**config.mk**
```make
export PLATFORM = sky130hd
export DESIGN_NAME = bus_rr_arbiter
export DESIGN_NICKNAME = d
export VERILOG_FILES = /design/src/rtl/bus_rr_arbiter.sv
export SDC_FILE = /design/constraint.sdc
export NUM_CORES = 1
export LEC_CHECK = 0
export CAP_MARGIN = 20
export CELL_PAD_IN_SITES_DETAIL_PLACEMENT = 0
export CELL_PAD_IN_SITES_GLOBAL_PLACEMENT = 1
export CORE_ASPECT_RATIO = 1.5
export CORE_MARGIN = 8
export CORE_UTILIZATION = 35
export CTS_BUF_LIST = sky130_fd_sc_hd__clkbuf_8
export DETAILED_ROUTE_END_ITERATION = 7
export PLACE_DENSITY = 0.91
export REMOVE_ABC_BUFFERS = 1
export SYNTH_ARGS = -nofsm -noshare
export SYNTH_HDL_FRONTEND = slang
export SYNTH_SLANG_ARGS = --single-unit
```
**constraint.sdc**
```tcl
create_clock -name Clk -period 1.7 [get_ports Clk]
set_input_delay 0.34 -clock Clk [delete_from_list [all_inputs] [get_ports Clk]]
set_output_delay 0.34 -clock Clk [all_outputs]
set_load 0.005 [all_outputs]
```
**src/rtl/bus_rr_arbiter.sv**
```systemverilog
// Round-robin arbiter: NUM_M masters share one slave, one transaction in flight.
// Grant/accept in IDLE, request to slave one cycle later, response to the master one cycle after the slave answers or times out.
module bus_rr_arbiter #(
   parameter int WIDTH   = 2,
   parameter int NUM_M   = 4,
   parameter int TIMEOUT = 16
) (
   input  logic                   Clk,
   input  logic                   Reset,
   input  logic [NUM_M-1:0]       m_req_valid,
   input  logic [NUM_M*WIDTH-1:0] m_req_data,
   output logic [NUM_M-1:0]       m_req_ready,
   output logic [NUM_M-1:0]       m_rsp_valid,
   output logic [WIDTH-1:0]       m_rsp_data,
   output logic                   m_rsp_err,
   output logic                   s_req_valid,
   output logic [WIDTH-1:0]       s_req_data,
   input  logic                   s_req_ready,
   input  logic                   s_rsp_valid,
   input  logic [WIDTH-1:0]       s_rsp_data
);

   localparam int PW = $clog2(NUM_M);
   localparam int IW = PW + 1;
   localparam int CW = $clog2(TIMEOUT + 1);

   typedef enum logic [1:0] {IDLE, REQ, WAIT, RSP} state_t;

   state_t            state;
   state_t            state_nxt;
   logic [PW-1:0]     rr_ptr;
   logic [PW-1:0]     grant_q;
   logic [PW-1:0]     grant_c;
   logic [PW-1:0]     ptr_inc;
   logic              any_req;
   logic [IW-1:0]     idx;
   logic [CW-1:0]     cnt;
   logic              timeout_hit;
   logic [WIDTH-1:0]  req_q;
   logic [WIDTH-1:0]  rsp_q;
   logic              err_q;

   // First requesting master at or after rr_ptr, wrapping modulo NUM_M.
   always_comb begin
      any_req = 1'b0;
      grant_c = '0;
      idx     = '0;
      for (int i = 0; i < NUM_M; i++) begin
         idx = IW'(rr_ptr) + IW'(i);
         if (idx >= IW'(NUM_M)) begin
            idx = idx - IW'(NUM_M);
         end
         if (!any_req && m_req_valid[idx[PW-1:0]]) begin
            any_req = 1'b1;
            grant_c = idx[PW-1:0];
         end
      end
   end

   assign timeout_hit = (cnt == CW'(TIMEOUT - 1));
   assign ptr_inc     = (grant_q == PW'(NUM_M - 1)) ? '0 : grant_q + 1'b1;

   always_ff @(posedge Clk) begin
      if (Reset) begin
         state <= IDLE;
      end else begin
         state <= state_nxt;
      end
   end

   always_comb begin
      state_nxt = state;
      case (state)
         IDLE:    if (any_req) state_nxt = REQ;
         REQ:     if (s_req_ready) state_nxt = WAIT;
         WAIT:    if (s_rsp_valid || timeout_hit) state_nxt = RSP;
         RSP:     state_nxt = IDLE;
         default: state_nxt = IDLE;
      endcase
   end

   always_ff @(posedge Clk) begin
      if (Reset) begin
         rr_ptr  <= '0;
         grant_q <= '0;
         cnt     <= '0;
         req_q   <= '0;
         rsp_q   <= '0;
         err_q   <= 1'b0;
      end else begin
         case (state)
            IDLE: begin
               if (any_req) begin
                  grant_q <= grant_c;
                  req_q   <= m_req_data[grant_c*WIDTH +: WIDTH];
               end
            end
            REQ: begin
               if (s_req_ready) begin
                  cnt <= '0;
               end
            end
            WAIT: begin
               // A response arriving on the timeout cycle still wins.
               if (s_rsp_valid) begin
                  rsp_q <= s_rsp_data;
                  err_q <= 1'b0;
               end else begin
                  cnt <= cnt + 1'b1;
                  if (timeout_hit) begin
                     rsp_q <= '0;
                     err_q <= 1'b1;
                  end
               end
            end
            RSP: begin
               rr_ptr <= ptr_inc;
            end
            default: ;
         endcase
      end
   end

   always_comb begin
      m_req_ready = '0;
      m_rsp_valid = '0;
      m_rsp_data  = '0;
      m_rsp_err   = 1'b0;
      s_req_valid = 1'b0;
      s_req_data  = '0;
      if (!Reset) begin
         case (state)
            IDLE: begin
               if (any_req) begin
                  m_req_ready[grant_c] = 1'b1;
               end
            end
            REQ: begin
               s_req_valid = 1'b1;
               s_req_data  = req_q;
            end
            RSP: begin
               m_rsp_valid[grant_q] = 1'b1;
               m_rsp_data           = rsp_q;
               m_rsp_err            = err_q;
            end
            default: ;
         endcase
      end
   end

endmodule

```
==> images/registers.png <==
Scale bar: 20 um. Other sequential cells in the stronger gray, the rest of the logic in the fainter gray.
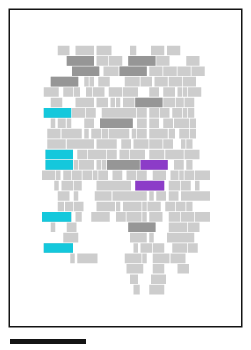
purple -> rr_ptr  # sequential cells 2
cyan -> cnt  # sequential cells 5, where left middle
not colored = 9

==> images/cell_classes.png <==
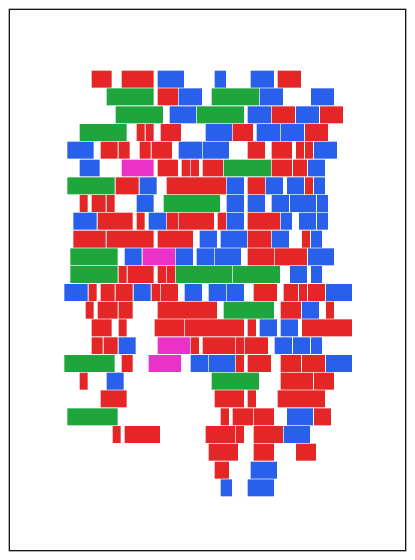
red -> all other logic  # cells 101
green -> flip-flops  # cells 16
magenta -> clock drivers and dummy loads  # cells 4
blue -> other buffers and delay cells  # cells 68

==> run summary <==
The run has ended; figures from its reports follow.

The flow ran to the end, but the final reports show violations. The checks that failed: negative setup slack. According to the I/O placement log, the pin count is 32. The cts-stage hold buffer count came out at 0. The share of total power in combinational logic came out at around 60%. The critical path is of the reg -> out type.

The tally of non-filler cells in the final layout came out at around 230. The area of the multi-input gates came out at 841 um2. The placer congestion estimate came out at ~0.86.

The initial antenna violation count came out at 0. Synthesis produced a netlist whose cell count is ~120. TritonCTS built the clock tree.

The number of storage elements in the synthesis netlist is 16. The count of standard-cell rows is 24. The placement report lists the number of port buffers as 31. The setup slack after layout is -0.189 ns. The global-route wire length before repair came out at a little over 5000 um. The pre-CTS worst setup slack is -0.788 ns. The core footprint came out at roughly 2900 um2. The cell sitting at the root of the clock tree is a clkbuf_8. The iteration-0 DRC count of the detailed router came out at 26. The design internal power is ~1.4 mW.

The sum of negative setup slack is -0.788 ns. The synthesis-to-layout area growth is 81.4%. The combined global-route utilization of all metal layers came out at a little over an eighth. In this run the worst path has a maximum fanout of 3. Looking at the worst setup and hold paths, the clock pins of their registers show a slew of roughly 0.06 ns. The synth_stat.txt file lists the number of cells as approximately 120. Per the detail_route report, the via count comes to about 1.1k. Summed over all layers, the routed wires come to between 3000 and 4000 um. The TritonCTS buffer count is 3. Recorded from the global router log, the overflow total was 0.

The transition time recorded at the tightest slew-check pin is roughly 0.4 ns. The warning total across the stage logs is 34. The utilization after layout came out at about 65%. The iteration tally of the first detailed-router pass came out at 4.

The switching power total is roughly 0.74 mW. The arrival time of data at the critical path endpoint is 1.55 ns. Looking at the VDD voltage map, the peak drop is roughly 0.0011 V.

The via count of the first global-routing pass was roughly 1.2k. The total power is 2.11 mW. The largest incremental delay on the critical path came out at 0.35 ns. For reference, the top cells by area after synthesis are dfxtp_1, ha_1, mux2i_1. The antenna diode count came out at 0. The critical path required time came out at 1.36 ns. The sequential cell area is 332 um2. The maximum level of the CTS H-tree came out at 1.

The number of remaining DRC errors came out at 0. The cell type contributing the most total cell area after synthesis is dfxtp_1. According to the hold report, the worst path is of the reg -> reg type. The final tally of setup violations is 11. The floorplan step records an initial core utilization of 36.0%. Per the detail_route report, vias per standard cell equal 4.81. Summed over all nets, the half-perimeter wirelength after detailed placement is around 2300 um.

Per the synthesis report, the number of distinct cell types is 31. The worst setup path is captured at an output port. TritonRoute output was used to compute an average wire per cell of about 15 um.

The achievable frequency came out at 529 MHz. Entering global routing, the biggest net connects 16 pins. The signal on the critical path passes through nor2b_2, a21o_1, a211oi_4, nand2_2, buf_6, nor2_2, buf_2. The ratio of final minimum period to clock period came out at 111%. Summed over its instances, the top area cell type makes up about 30% of the synthesized netlist area. The synthesis report lists the Yosys warning total as 0. For the finished layout, the period the worst path requires is ~1.9 ns. The share of the Yosys chip area taken by registers is a little under a third. The instance count after placement with tap cells included came out at between 200 and 250. After routing the design area is 1880 um2. For this design the ratio of total power to cell area is ~1100 nW/um2. The clock network power share is between 10% and 20%.

The share of cells above drive strength 1 is about half. The worst setup path is launched from a flip-flop. For this run, the post-layout net count is 219. The summed instance area of the synthesized netlist is between 1000 and 1500 um2.

The total die area came out at approximately 5000 um2. The chip area from the yosys synthesis statistics came out at around 1000 um2. The power report attributes to the sequential group a share of about 25%. The number of fill cells is between 200 and 250. The maximum root-to-sink buffer count came out at 2.

The final hold violation count came out at 0. The die span in y is a little over 80 um. The die is around 60 um wide. The remaining max-slew budget at the tightest pin is between 70% and 80%. The cell area after placement is about 1600 um2. Setup repair after global routing could not meet its margin everywhere. The final antenna-violating net count is 0.

The number of max-cap violations came out at 0. The analysis attributes to cell leakage a power of slightly above 0.8 nW. Each instance of the synthesized netlist takes up on average roughly 8.6 um2. The slowest stage of the critical path is the dfxtp_2 cell. The max-slew violation count is 0. The switching share of power came out at a little over a third.

The worst hold slack across all endpoints came out at around 0.5 ns.
==> images/final_clocks.png <==
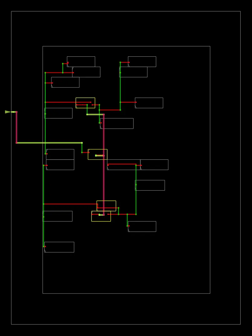
P_clk: 0.339 mW
clock insertion delay at the later pin of the skew report: 0.25 ns
number of sinks handled by clock tree synthesis: 16
worst clock skew: 0.00130 ns

==> images/drive_strength.png <==
Scale bar: 20 um.
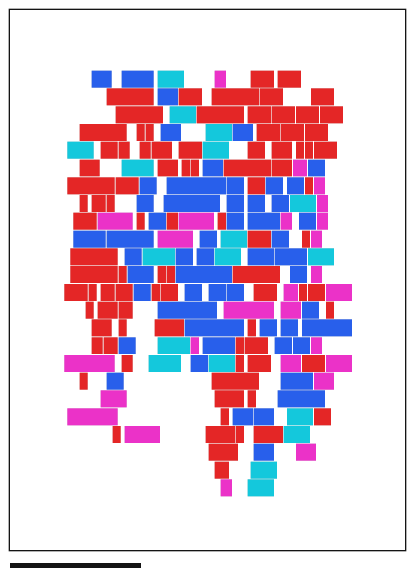
cyan -> drive 6 and up  # cells 18, share 9.5%
blue -> drive 3 to 4  # cells 54, share 29%
magenta -> drive 2  # cells 26, share 14%
red -> drive 1 or less  # cells 91, share 48%

==> cells by family after synthesis <==
| kind of cell | synth area share (%) |
|---|---|
| buf+inv | 4.70 |
| xor+xnor | 1.69 |
| flops | 30.9 |
| simple gates | 25.9 |
| mux | 9.77 |
| compound gates | 13.8 |
| fa+ha+maj | 13.3 |
==> worst paths after layout <==
check,startpoint,to,slack [ns],cells past startpoint
setup / recovery,rr_ptr[0],m_req_ready[3],-0.19,7
hold / removal,cnt[4],cnt[4],0.50,2
setup reg to reg,state[0],cnt[4],0.04,8
hold reg to reg,cnt[4],cnt[4],0.50,2
==> timing repair <==
| action | in CTS | in global routing |
|---|---|---|
| pin swaps | 9 | 13 |
| setup endpoints to repair | 19 | 10 |
| hold endpoints to repair | 0 | 0 |
| gates resized | 106 | 27 |
| buffers inserted | 9 | 8 |
==> synthesized netlist by cell type <==
cell type,count
nor2_1,23
dfxtp_1,16
ha_1,11
and2_1,9
mux2i_1,9
inv_1,7
nor2b_1,5
a21oi_1,4
nand2_1,4
nand2b_1,4
clkbuf_1,3
a211oi_1,2
a211oi_2,2
a32oi_1,2
nand3b_1,2
o221ai_1,2
xor2_1,2
a21o_1,1
a21oi_2,1
a221oi_1,1
and2b_1,1
and3_1,1
buf_6,1
mux2_2,1
nand2b_2,1
nand3_1,1
nand4_1,1
nor4_1,1
o21ai_0,1
o21bai_1,1
o32a_1,1
==> registers in the layout, summed over array words and instances (netlist names) <==
name,count
req_q,2
state,2
err_q,1
grant_q,2
rr_ptr,2
cnt,5
rsp_q,2
==> worst max-delay path: cells and delay by family, from the launching register on <==
| family | cells | cell delay, ns |
|---|---|---|
| compound gates | 2 | 0.46 |
| flops | 1 | 0.35 |
| simple gates | 3 | 0.24 |
| buf+inv | 2 | 0.24 |
==> layer usage <==
metal  share of wire, %  track usage, %  vias up
li1                   -               -      546
met1                 35            11.6      518
met2                 59            27.1       25
met3                4.0            2.95        7
met4                1.5            5.62        0
met5                  0               0        -
==> area by class of cell <==
class / instances / area share, %
multi-input combinational: 94 / 44.7
sequential: 16 / 17.6
tap: 39 / 2.59
clock buffer: 4 / 2.93
inverter: 7 / 1.40
timing repair buffer: 68 / 30.8
==> cells in the final DEF, fill, tap and decap left out, types with 2 or more instances in the layout <==
cell / count
ha_2: 3
buf_4: 30
a211oi_1: 2
inv_1: 6
nand2_1: 3
nand2b_4: 3
clkdlybuf4s50_1: 12
a32oi_1: 2
nor2_4: 2
o221ai_1: 2
a211oi_4: 2
dfxtp_1: 11
nand3b_1: 2
mux2i_1: 9
buf_6: 14
nor2_1: 20
xor2_1: 2
clkbuf_8: 4
dfxtp_4: 2
a21oi_1: 3
and2_4: 8
clkdlybuf4s15_2: 2
ha_1: 5
ha_4: 3
dfxtp_2: 3
buf_2: 9
a21oi_2: 2
nor2b_4: 3
==> power groups by stage <==
stage | logic, mW | clock network, mW | registers, mW
2_1_floorplan | 0.425 | 0 | 0.482
3_3_place_gp | 0.805 | 0 | 0.489
3_5_place_dp | 0.830 | 0 | 0.497
4_1_cts | 1.02 | 0.352 | 0.514
5_1_grt | 1.34 | 0.370 | 0.529
6_report | 1.24 | 0.339 | 0.524
Power is estimated from default activity; no workload was simulated.
